Run 1, clock distribution:
Bar = 20 um.
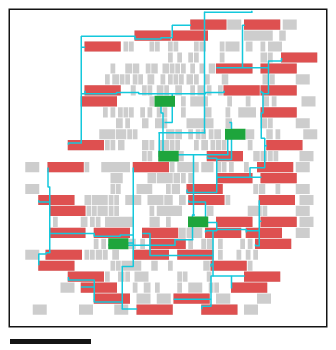
Run 1, signal wires on met3:
Bar = 20 um.
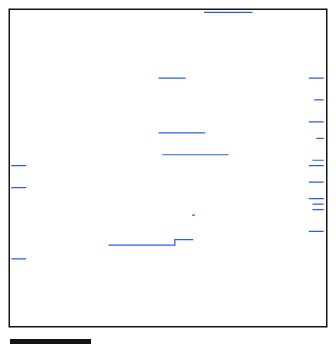
Run 1, zoomed window:
Region (19, 4) to (59, 44) um. Cells in grey, sequential cells in the stronger grey; small squares are vias.
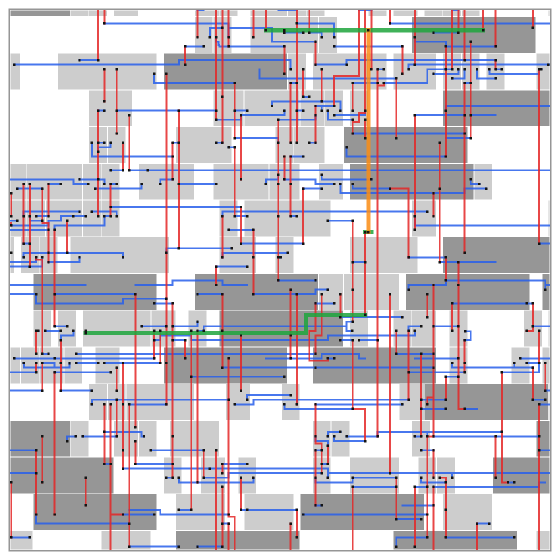
$ cat src/rtl/ethernet_mii_rx_nibble_assembler.sv
// MII receive path: strips preamble/SFD and pairs nibbles into bytes,
// flagging frame end with length and an error summary.
module ethernet_mii_rx_nibble_assembler #(
    parameter int MAX_FRAME_BYTES = 1522,
    parameter int LEN_WIDTH       = 11
) (
    input  logic                 MII_RX_CLK,
    input  logic                 RX_RESETN,
    input  logic [3:0]           MII_RXD,
    input  logic                 MII_RX_DV,
    input  logic                 MII_RX_ER,
    output logic [7:0]           RX_DATA,
    output logic                 RX_VALID,
    output logic                 RX_SOF,
    output logic                 RX_EOF,
    output logic                 RX_ERR,
    output logic [LEN_WIDTH-1:0] RX_LEN
);

    typedef enum logic [1:0] {
        IDLE,
        PREAMBLE,
        DATA,
        DROP
    } state_t;

    localparam logic [3:0]           NIB_PRE = 4'h5;
    localparam logic [3:0]           NIB_SFD = 4'hD;
    localparam logic [LEN_WIDTH-1:0] MAX_LEN = LEN_WIDTH'(MAX_FRAME_BYTES);

    state_t               state, state_n;
    logic [3:0]           rxd_q;
    logic                 dv_q, er_q;
    logic                 phase, phase_n;
    logic [3:0]           low, low_n;
    logic [LEN_WIDTH-1:0] count, count_n;
    logic                 err, err_n;

    logic [7:0]           data_n;
    logic                 valid_n, sof_n, eof_n, err_out_n;
    logic [LEN_WIDTH-1:0] len_n;

    always_ff @(posedge MII_RX_CLK or negedge RX_RESETN) begin
        if (!RX_RESETN) begin
            rxd_q    <= '0;
            dv_q     <= 1'b0;
            er_q     <= 1'b0;
            state    <= IDLE;
            phase    <= 1'b0;
            low      <= '0;
            count    <= '0;
            err      <= 1'b0;
            RX_DATA  <= '0;
            RX_VALID <= 1'b0;
            RX_SOF   <= 1'b0;
            RX_EOF   <= 1'b0;
            RX_ERR   <= 1'b0;
            RX_LEN   <= '0;
        end else begin
            rxd_q    <= MII_RXD;
            dv_q     <= MII_RX_DV;
            er_q     <= MII_RX_ER;
            state    <= state_n;
            phase    <= phase_n;
            low      <= low_n;
            count    <= count_n;
            err      <= err_n;
            RX_DATA  <= data_n;
            RX_VALID <= valid_n;
            RX_SOF   <= sof_n;
            RX_EOF   <= eof_n;
            RX_ERR   <= err_out_n;
            RX_LEN   <= len_n;
        end
    end

    always_comb begin
        state_n   = state;
        phase_n   = phase;
        low_n     = low;
        count_n   = count;
        err_n     = err;
        data_n    = RX_DATA;
        valid_n   = 1'b0;
        sof_n     = 1'b0;
        eof_n     = 1'b0;
        err_out_n = 1'b0;
        len_n     = RX_LEN;

        unique case (state)
            IDLE: begin
                if (dv_q) begin
                    state_n = (rxd_q == NIB_PRE) ? PREAMBLE : DROP;
                end
            end
            PREAMBLE: begin
                if (!dv_q) begin
                    state_n = IDLE;
                end else if (rxd_q == NIB_SFD) begin
                    state_n = DATA;
                    phase_n = 1'b0;
                    count_n = '0;
                    err_n   = 1'b0;
                end else if (rxd_q != NIB_PRE) begin
                    state_n = DROP;
                end
            end
            DATA: begin
                if (!dv_q) begin
                    // A pending low nibble at DV fall means an odd nibble count
                    eof_n     = 1'b1;
                    len_n     = count;
                    err_out_n = err | phase;
                    phase_n   = 1'b0;
                    state_n   = IDLE;
                end else begin
                    if (er_q) begin
                        err_n = 1'b1;
                    end
                    if (!phase) begin
                        low_n   = rxd_q;
                        phase_n = 1'b1;
                    end else begin
                        phase_n = 1'b0;
                        if (count == MAX_LEN) begin
                            err_n = 1'b1;
                        end else begin
                            data_n  = {rxd_q, low};
                            valid_n = 1'b1;
                            sof_n   = (count == '0);
                            count_n = count + LEN_WIDTH'(1);
                        end
                    end
                end
            end
            DROP: begin
                if (!dv_q) begin
                    state_n = IDLE;
                end
            end
            default: state_n = IDLE;
        endcase
    end

endmodule

$ cat config.mk
export PLATFORM = sky130hd
export DESIGN_NAME = ethernet_mii_rx_nibble_assembler
export DESIGN_NICKNAME = d
export VERILOG_FILES = /design/src/rtl/ethernet_mii_rx_nibble_assembler.sv
export SDC_FILE = /design/constraint.sdc
export NUM_CORES = 1
export LEC_CHECK = 0
export ABC_AREA = 1
export CAP_MARGIN = 40
export CORE_MARGIN = 2
export CORE_UTILIZATION = 40
export CTS_CLUSTER_DIAMETER = 100
export DETAILED_ROUTE_END_ITERATION = 12
export GPL_TIMING_DRIVEN = 0
export PLACE_DENSITY_LB_ADDON = 0.25
export SKIP_LAST_GASP = 1
export SYNTH_ARGS = -nofsm -noshare
export SYNTH_HDL_FRONTEND = slang
export SYNTH_SLANG_ARGS = --single-unit
export TNS_END_PERCENT = 100
$ cat constraint.sdc
create_clock -name MII_RX_CLK -period 2.15 [get_ports MII_RX_CLK]
set_clock_uncertainty 0.15 [all_clocks]
set_input_delay 0.645 -clock MII_RX_CLK [delete_from_list [all_inputs] [get_ports MII_RX_CLK]]
set_output_delay 0.645 -clock MII_RX_CLK [all_outputs]
set_load 0.02 [all_outputs]
==> flow_summary.toml, run 1 <==
# physical design summary
[cells_and_area]
finalNetCount = 305
area_growth_pct = 22.6
layout-drive-gt1-share = 0.102
layout_top_cell = "nand2_1"
diodes = 0
final_cells = 367
lay_top_cells = "nand2_1 (93), dfrtp_1 (48), clkdlybuf4s50_1 (29)"
fillers = 539

[clock_tree]
cts.sinks = 48
cts_buffer_depth = 2
cts_post_setup_buffers_inserted = 0
post_cts_resized = 0
htreeDepth = 2
cts-root-buf = "clkbuf_8"
cts_tree = "yes"
cts_hold_buffers = 0
clk_pin_slew_ns = 0.09
cts_buffers = 5

[critical_path]
reg2reg_from = "count[0]"
crit_type = "flop to output port"
worst_path_max_delay_cell = "clkdlybuf4s50_1"
timing.rr.end = "count[6]"
critical_path_required_ns = 1.35
endpoint_kind = "output port"
cp_cell_sequence = "clkdlybuf4s50_1"
cpPeakStageDelay_ns = 0.61
worstSetupStartpointType = "flop"
path_buffers = 1
critPathArrivalTime_ns = 1.27
r2r_slack_ns = 0.28
r2r_cells = 11
crit_path_max_fanout = 2
path_delay_family = "buffers and inverters"

[timing]
rsz0062_at_grt = "false"
min_period_over_period = 0.962
maxSlewViolCount = 0
min_period_ns = 2.07
max_slew_margin = 0.743
setup_viol = 0
finalSetupTns_ns = 0
finalHoldViolations = 0
tightest_slew_ns = 0.385
worst_slack_ns = 0.0814
max_freq_mhz = 483

[drt]
via_per_inst = 4.64
drc = 0
ant_nets = 0
drtIter0Drc = 114
firstDrtPassIters = 4
post_drt_wl_per_cell_um = 11.3

[logic_synthesis]
synth_area_leader_cell = "dfrtp_1"
synth_area_per_cell_um2 = 8.66
yosys-mux-area-fraction = 0
synth.top_cell.area_share = 0.542
topCellsByArea = "dfrtp_1 (54%), nand2_1 (16%), nand3_1 (4.7%), inv_1 (3.7%), o21ai_0 (3.6%)"
synthArstFlopShare = 1.00
yosysSeqAreaShare = 0.542
yosys_warnings = 0
synth-edff-count = 0
ys_cells = 256
synthDistinctLibCells = 27
ys.flops = 48
top_logic_kind = "simple AND/OR/NAND/NOR gates"
ys_area_um2 = 2220
syn_nets = 267
syn_area_um2 = 2220
yosys_most_used_dff = "dfrtp_1"
simple_gate_share = 0.313
xor_area_frac = 0.00395
synthCells = 256
ys_sh_adder = 0.0169
synthAoiAreaFrac = 0.0604

[floorplan]
fp.dieH_um = 78.4
die_w_um = 78.4
dieArea_um2 = 6150
io_pins = 31
fp-utilization = 0.407
core_region_area_um2 = 5440
rows = 27

[pwr]
total_power_mw = 2.18
p_per_area_nw_per_um2 = 803
p_leak_nw = 1.31
ir_drop_mv = 0.366

[grt]
grt_max_degree = 34
grt_overflow_total = 0
groute.usage.overall = 0.152
grt_pass1_wl_um = 7400
antenna_found_initial = 0
grt_pass1_vias = 1579

[job]
warning_count = 28
drv_cap = 0

[place]
gp_congestion = 0.846
dp_hpwl_um = 3120
io_buffers = 30
post-place-cells = 359
place_ws_ns = 0.292

[min_path]
holdCritPathClass = "primary input to async pin"

[outcome]
status = "finished, final reports clean"
-- 'clock distribution' (at the start) --
- clock-net drivers: green (count 5)
- flip-flops: red (count 48)
- clock wires: cyan (length 588 um)
- flops lie: spread over the die
clk latency late pin: 0.30 ns
Clock net power: 0.572 mW
Clock Power Share: 0.262

-- 'signal wires on met3' (at the start) --
- nets with wire on the layer: 17
- main direction: horizontal
- wire length on this layer: 110 um
- longest straight run: 16.3 um
- share of all routed wire: 2.7%
Routed WL: 4140 um
via count: 1702
met3 usage: 0.0276

-- 'zoomed window' (at the start) --
- M3: green
- M1: blue
- M4: orange
- M2: red
- netlist names of flops here include: `RX_DATA` (6), `count` (4), `low` (4)
- most frequent: nand2_1 (36), dfrtp_1 (18), inv_1 (10)
- sequential cells in the window: 18
- cells with their middle in the window: 109

[run 1: metal layers]
layer  global-route usage  part of all wire  vias up
met4               0.0526             0.011        0
met5                    0                 0        -
met3               0.0276             0.027        4
met2                0.249              0.46       24
li1                     -                 -      876
met1                0.205              0.50      798
[run 1: synth_stat cells (2+ instances only)]
library cell	n
o21ai_1	4
nand4_1	2
nand3_1	21
nand2_2	2
o21ai_0	16
nor2_4	2
inv_2	3
a21oi_1	2
nor3b_1	2
nor2_1	17
ha_1	3
clkbuf_1	2
inv_1	22
nand2_1	93
nor2_8	2
dfrtp_1	48
buf_6	3
nand2_4	3
[run 1: state kept, by name, indices dropped and copies added, names as in the netlist]
name and cells:
dv_q 1, er_q 1, err 1, RX_VALID 1, RX_EOF 1, RX_SOF 1, rxd_q 4, low 4
count 11, RX_LEN 11, RX_ERR 1, phase 1, RX_DATA 8, state 2
[run 1: metrics by stage]
| step | utilization | instance area, um^2 | hold WS (ns) |
|---|---|---|---|
| 5_1_grt | 0.500 | 2720 | 0.0993 |
| 3_3_place_gp | 0.479 | 2610 | 0.306 |
| 2_1_floorplan | - | 2220 | 0.199 |
| 6_report | 0.500 | 2720 | 0.0925 |
| 4_1_cts | 0.500 | 2720 | 0.0997 |
| 3_5_place_dp | 0.482 | 2620 | 0.309 |
[run 1: how the worst max path moves through the flow]
stage / startpoint / end / slack [ns] / cells past startpoint
floorplan: count[0] / count[6] / 0.54 / 11
global placement: RX_RESETN / rxd_q[0] / -1.06 / 1
detailed placement: count[0] / count[9] / 0.29 / 11
CTS: RX_DATA[7] / RX_DATA[7] / 0.07 / 1
global route: RX_DATA[0] / RX_DATA[0] / 0.03 / 1
finish: RX_DATA[7] / RX_DATA[7] / 0.08 / 1
[run 1: power by group]
| group | internal (mW) | switching [mW] |
|---|---|---|
| registers | 1.02 | 0.0779 |
| clock network | 0.263 | 0.308 |
| logic | 0.229 | 0.284 |
| total | 1.51 | 0.670 |
[run 1: worst register-to-register path, stage by stage (launching register included)]
cell,delay (ns)
dfrtp_1,0.46
inv_1,0.19
ha_1,0.17
nand3_1,0.07
nor2_1,0.17
nand2_2,0.11
nand2_2,0.09
nand2_4,0.09
nand2_4,0.08
buf_6,0.13
nand2_1,0.06
nand2_1,0.06
[run 1: cell type report]
| cell class | instances | area [um^2] | area share |
|---|---|---|---|
| Clock buffer | 6 | 82.6 | 0.0304 |
| Multi-Input combinational cell | 177 | 873 | 0.321 |
| Clock inverter | 2 | 13.8 | 0.00506 |
| Tap cell | 72 | 90.1 | 0.0331 |
| Timing Repair Buffer | 31 | 315 | 0.116 |
| Sequential cell | 48 | 1200 | 0.442 |
| Buffer | 5 | 41.3 | 0.0152 |
| Inverter | 26 | 100 | 0.0368 |
[run 1: cell families (layout without fill, tap and decap cells)]
kind of cell	count (synthesis)	count (layout)
simple gates	148	148
flops	48	48
buf+inv	31	70
compound gates	25	25
fa+ha+maj	3	3
xor+xnor	1	1
==> run 2: changes to the inputs <==
--- a/config.mk
+++ b/config.mk
@@ -11,7 +11,6 @@
 export CORE_UTILIZATION = 40
 export CTS_CLUSTER_DIAMETER = 100
 export DETAILED_ROUTE_END_ITERATION = 12
-export GPL_TIMING_DRIVEN = 0
 export PLACE_DENSITY_LB_ADDON = 0.25
 export SKIP_LAST_GASP = 1
 export SYNTH_ARGS = -nofsm -noshare
Run 2, zoomed window:
Region (19, 4) to (59, 44) um. Cells in grey, sequential cells in the stronger grey; small squares are vias.
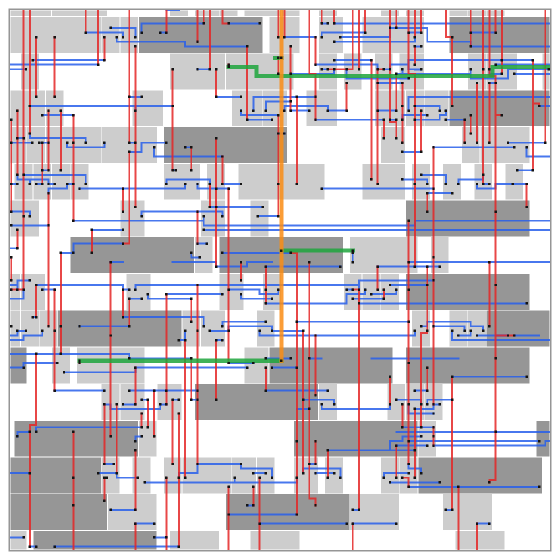
- M2: red
- M1: blue
- M3: green
- M4: orange
- most frequent: nand2_1 (37), dfrtp_1 (20), inv_1 (9)
- cells with their middle in the window: 114
- sequential cells in the window: 20
- netlist names of flops here include: `RX_DATA` (8), `count` (4), `low` (4)

==> flow_summary.toml, run 2 <==
# physical design summary
[outcome]
status = "finished, final reports clean"

[clock_tree]
htreeDepth = 2
cts_tree = "yes"
cts.sinks = 48
cts_hold_buffers = 0
post_cts_resized = 0
cts_buffers = 5
clk_pin_slew_ns = 0.08
cts-root-buf = "clkbuf_8"
cts_post_setup_buffers_inserted = 0

[place]
place_ws_ns = 0.383
gp_congestion = 0.821
postPlaceCellArea_um2 = 2580
post-place-cells = 354
dp_hpwl_um = 3000

[logic_synthesis]
yosys-mux-area-fraction = 0
yosys-top-cells-count = "nand2_1 (93), dfrtp_1 (48), inv_1 (22)"
synthDistinctLibCells = 27
synth_area_leader_cell = "dfrtp_1"
yosysSeqAreaShare = 0.542
syn_nets = 267
synth.top_cell.area_share = 0.542
synth_area_per_cell_um2 = 8.66
synthCells = 256
ys.flops = 48
most_common_cell = "nand2_1"
xor_area_frac = 0.00395
yosys_warnings = 0
synth-edff-count = 0
synthAoiAreaFrac = 0.0604

[timing]
hold_slack_ns = 0.130
finalSetupTns_ns = 0
tightest_slew_ns = 0.441
rsz0062_at_grt = "false"
maxSlewViolCount = 0
min_period_over_period = 0.964
min_period_ns = 2.07
setup_viol = 0
finalHoldViolations = 0
worst_slack_ns = 0.0764
max_freq_mhz = 482
max_slew_margin = 0.706

[pwr]
power_switching_mw = 0.641
p_leak_nw = 1.28
ir_drop_mv = 0.326
total_power_mw = 2.14
pwr-share-seq = 0.514
comb_power_share = 0.234
intPower_mw = 1.50
p_per_area_nw_per_um2 = 801

[job]
warning_count = 28
drv_cap = 0

[critical_path]
crit_path_max_fanout = 2
critical_path_depth = 1
startpoint = "RX_DATA[0]"
critical_path_required_ns = 1.35
reg2reg_from = "count[0]"
worstSetupStartpointType = "flop"
path_delay_family = "buffers and inverters"
crit_type = "flop to output port"
critPathArrivalTime_ns = 1.28
endpoint_kind = "output port"
r2r_cells = 9
path_buffers = 1

[cells_and_area]
final_cells = 361
fillers = 523
top_regs = "RX_LEN: 11 flops, count: 11 flops, RX_DATA: 8 flops"
stdcell_area_um2 = 2670
finalNetCount = 300
layout_top_cell = "nand2_1"
layout-drive-gt1-share = 0.0900
lay_top_cells = "nand2_1 (93), dfrtp_1 (48), clkdlybuf4s50_1 (29)"

[grt]
grt_pass1_wl_um = 7130
groute.usage.overall = 0.146
antenna_found_initial = 0
grt_overflow_total = 0

[drt]
via_per_inst = 4.57
met3_length_um = 126
routed_wl_um = 4010
post_drt_wl_per_cell_um = 11.1
top_layer_used = "met4"
drt-met1-wl_um = 1960
vias = 1648
wl_met2_um = 1850
drtIter0Drc = 91

[floorplan]
core_region_area_um2 = 5440
fp-utilization = 0.407
die_w_um = 78.4
dieArea_um2 = 6150
fp.dieH_um = 78.4
io_pins = 31

[min_path]
holdCritPathClass = "primary input to async pin"
[run 2: path summary, 6_finish.rpt]
| path | endpoint | slack, ns |
|---|---|---|
| max | RX_DATA[0] | 0.08 |
| min reg2reg | count[9] | 0.32 |
| max in group asynchronous | RX_DATA[4] | 1.22 |
| min in group MII_RX_CLK | count[9] | 0.32 |
| max reg2reg | count[10] | 0.39 |
| min | RX_LEN[5] | 0.13 |
[run 2: layout make-up]
type,instances,area share
Inverter,26,0.0375
Multi-Input combinational cell,177,0.327
Timing Repair Buffer,31,0.118
Sequential cell,48,0.450
Clock buffer,6,0.0309
Tap cell,72,0.0337
Clock inverter,1,0.00328
[run 2: power groups by stage]
stage	Clock (mW)	Combinational, mW	Sequential [mW]
3_3_place_gp	0	0.502	1.12
2_1_floorplan	0	0.189	1.20
3_5_place_dp	0	0.508	1.12
6_report	0.540	0.500	1.10
5_1_grt	0.599	0.554	1.11
4_1_cts	0.567	0.509	1.10
[run 2: kinds of logic after synthesis]
family | after synthesis
AND-OR/OR-AND | 25
buffers and inverters | 31
flip-flops | 48
AND/OR/NAND/NOR | 148
adder cells (fa/ha/maj) | 3
XOR/XNOR | 1
[run 2: routing by layer]
metal	vias up	global-route usage
met2	23	0.226
met1	751	0.199
met3	7	0.0333
met5	-	0
li1	867	-
met4	0	0.0632
[run 2: worst reg2reg max path, stage by stage, from the launching register on]
cell     delay (ns)
dfrtp_1        0.45
inv_1          0.16
ha_1           0.16
nand3_1        0.07
nor2_1         0.15
nand2_2        0.10
nand3_4        0.16
inv_2          0.12
nand3_1        0.08
nand2_1        0.05
==> run 3: changes to the inputs <==
--- a/config.mk
+++ b/config.mk
@@ -11,7 +11,7 @@
 export CORE_UTILIZATION = 40
 export CTS_CLUSTER_DIAMETER = 100
 export DETAILED_ROUTE_END_ITERATION = 12
-export PLACE_DENSITY_LB_ADDON = 0.25
+export DONT_BUFFER_PORTS = 1
 export SKIP_LAST_GASP = 1
 export SYNTH_ARGS = -nofsm -noshare
 export SYNTH_HDL_FRONTEND = slang
Run 3, clock distribution:
Bar = 20 um.
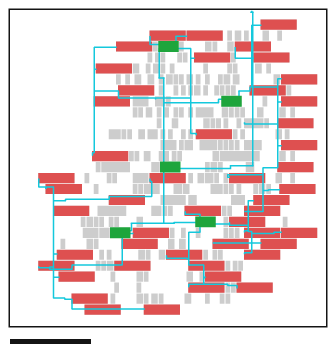
- clock wires: cyan (length 580 um)
- clock-net drivers: green (count 5)
- flip-flops: red (count 48)
- routed clock nets: 6
Clock net power: 0.556 mW
Clock Power Share: 0.277

==> flow_summary.toml, run 3 <==
# physical design summary
[floorplan]
core_region_area_um2 = 5440
fp-utilization = 0.407
die_w_um = 78.4
dieArea_um2 = 6150
io_pins = 31
rows = 27
fp.dieH_um = 78.4

[logic_synthesis]
yosysSeqAreaShare = 0.542
ys_cells = 256
most_common_cell = "nand2_1"
synth_area_leader_cell = "dfrtp_1"
ys.flops = 48
synth-edff-count = 0
synth_area_per_cell_um2 = 8.66
synthArstFlopShare = 1.00
yosys_warnings = 0
syn_nets = 267
synthCells = 256
synth.top_cell.area_share = 0.542
ys_area_um2 = 2220
yosys-top-cells-count = "nand2_1 (93), dfrtp_1 (48), inv_1 (22)"
syn_area_um2 = 2220
yosys_most_used_dff = "dfrtp_1"
synthDistinctLibCells = 27
topCellsByArea = "dfrtp_1 (54%), nand2_1 (16%), nand3_1 (4.7%), inv_1 (3.7%), o21ai_0 (3.6%)"

[critical_path]
reg2reg_from = "count[0]"
endpoint_kind = "flop"
critPathArrivalTime_ns = 1.83
r2r_slack_ns = 0.37
cp_cell_sequence = "inv_1 -> ha_1 -> nand3_1 -> nor2_1 -> nand2_2 -> nand3_4 -> inv_2 -> nand3_1 -> nand2_1"
timing.rr.end = "count[10]"
crit_type = "flop to flop"
r2r_cells = 9
cpPeakStageDelay_ns = 0.44
crit_path_max_fanout = 14
worstSetupStartpointType = "flop"
cpMostUsedCell = "nand3_1"
critical_path_required_ns = 2.20
worst_path_max_delay_cell = "dfrtp_1"

[drt]
ant_nets = 0
vias = 1583
routed_wl_um = 4160
via_per_inst = 4.77
post_drt_wl_per_cell_um = 12.5
drtIter0Drc = 114
drc = 0

[timing]
tightest_slew_ns = 0.259
finalSetupTns_ns = 0
maxSlewViolCount = 0
finalHoldViolations = 0
max_freq_mhz = 562
max_slew_margin = 0.827
rsz0062_at_grt = "false"
min_period_ns = 1.78
setup_viol = 0
min_period_over_period = 0.827

[clock_tree]
cts_tree = "yes"
cts_buffers = 5
cts-root-buf = "clkbuf_8"
post_cts_resized = 0
htreeDepth = 2
cts.sinks = 48
clk_pin_slew_ns = 0.08

[grt]
groute.usage.overall = 0.156
grt_pass1_wl_um = 7550
antenna_found_initial = 0
grt_pass1_vias = 1607
grt_overflow_total = 0
grt_max_degree = 49

[cells_and_area]
layout_top_cell = "nand2_1"
top_regs = "RX_LEN: 11 flops, count: 11 flops, RX_DATA: 8 flops"
lay_top_cells = "nand2_1 (93), dfrtp_1 (48), inv_1 (22)"
finalNetCount = 270
layout-drive-gt1-share = 0.0962
area_growth_pct = 7.68

[pwr]
ir_drop_mv = 0.315
p_per_area_nw_per_um2 = 841
p_leak_nw = 1.17

[place]
dp_hpwl_um = 2980
io_buffers = 0
gp_congestion = 0.841

[job]
warning_count = 28
drv_cap = 0

[outcome]
status = "finished, final reports clean"

[min_path]
holdCritPathClass = "primary input to async pin"
[run 3: cell types whose count changed in the layout (fill, tap and decap cells not counted), sizes merged]
| cell | delta |
|---|---|
| clkbuf | +1 |
| buf | -1 |
| clkdlybuf4s50 | -29 |
| clkinvlp | +1 |
| clkinv | -1 |
[run 3: final cells by class]
class,instances,area (um^2)
Sequential cell,48,1200
Clock inverter,1,7.51
Tap cell,72,90.1
Multi-Input combinational cell,177,873
Inverter,26,100
Clock buffer,7,86.3
Timing Repair Buffer,1,27.5
Fill cell,522,3050
[run 3: how the worst max path moves through the flow]
stage	slack, ns	endpoint	depth (start not counted)	start
2_1_floorplan	0.54	count[6]	11	count[0]
3_3_place_gp	0.44	count[0]	9	count[0]
3_5_place_dp	0.37	count[10]	9	count[0]
4_1_cts	0.37	count[10]	9	count[0]
5_1_grt	0.24	count[10]	9	count[0]
6_report	0.37	count[10]	9	count[0]
[run 3: worst max-delay path, delay by kind of cell (launching register included)]
kind                     cells  cell delay [ns]
adder cells (fa/ha/maj)      1             0.17
flip-flops                   1             0.44
AND/OR/NAND/NOR              6             0.66
buffers and inverters        2             0.27
[run 3: layer usage]
metal	global-route usage	vias to the layer above	part of all wire	wire, um
met3	0.0322	6	0.032	131
met2	0.254	32	0.46	1930
li1	-	806	-	-
met1	0.206	739	0.49	2020
met4	0.0579	0	0.018	74
met5	0	-	0	0
[run 3: kinds of logic after synthesis]
family,synth area share
compound gates,0.0604
xor+xnor,0.00395
fa+ha+maj,0.0169
buf+inv,0.0638
flops,0.542
simple gates,0.313
[run 3: where the power goes]
part / internal (mW) / switching, mW
Clock: 0.262 / 0.294
Combinational: 0.0847 / 0.154
Sequential: 1.02 / 0.191
Total: 1.37 / 0.639
[run 3: metrics by stage]
| stage | instance area, um^2 | hold slack, ns | total power [mW] | std cells | worst slack [ns] |
|---|---|---|---|---|---|
| 6_report | 2390 | 0.0383 | 2.01 | 332 | 0.372 |
| 2_1_floorplan | 2220 | 0.199 | 1.39 | 256 | 0.543 |
| 4_1_cts | 2390 | 0.0374 | 2.04 | 332 | 0.365 |
| 3_3_place_gp | 2260 | 0.200 | 1.44 | 323 | 0.442 |
| 3_5_place_dp | 2260 | 0.200 | 1.45 | 323 | 0.368 |
| 5_1_grt | 2390 | 0.0426 | 2.12 | 332 | 0.244 |
[run 3: repair_timing]
item | 4_1_cts | 5_1_grt
hold buffers | 1 | 0
buffers inserted | 0 | 0
endpoints found under the hold margin | 48 | 0
No activity file was given, so power comes from the tool's default toggle rates.
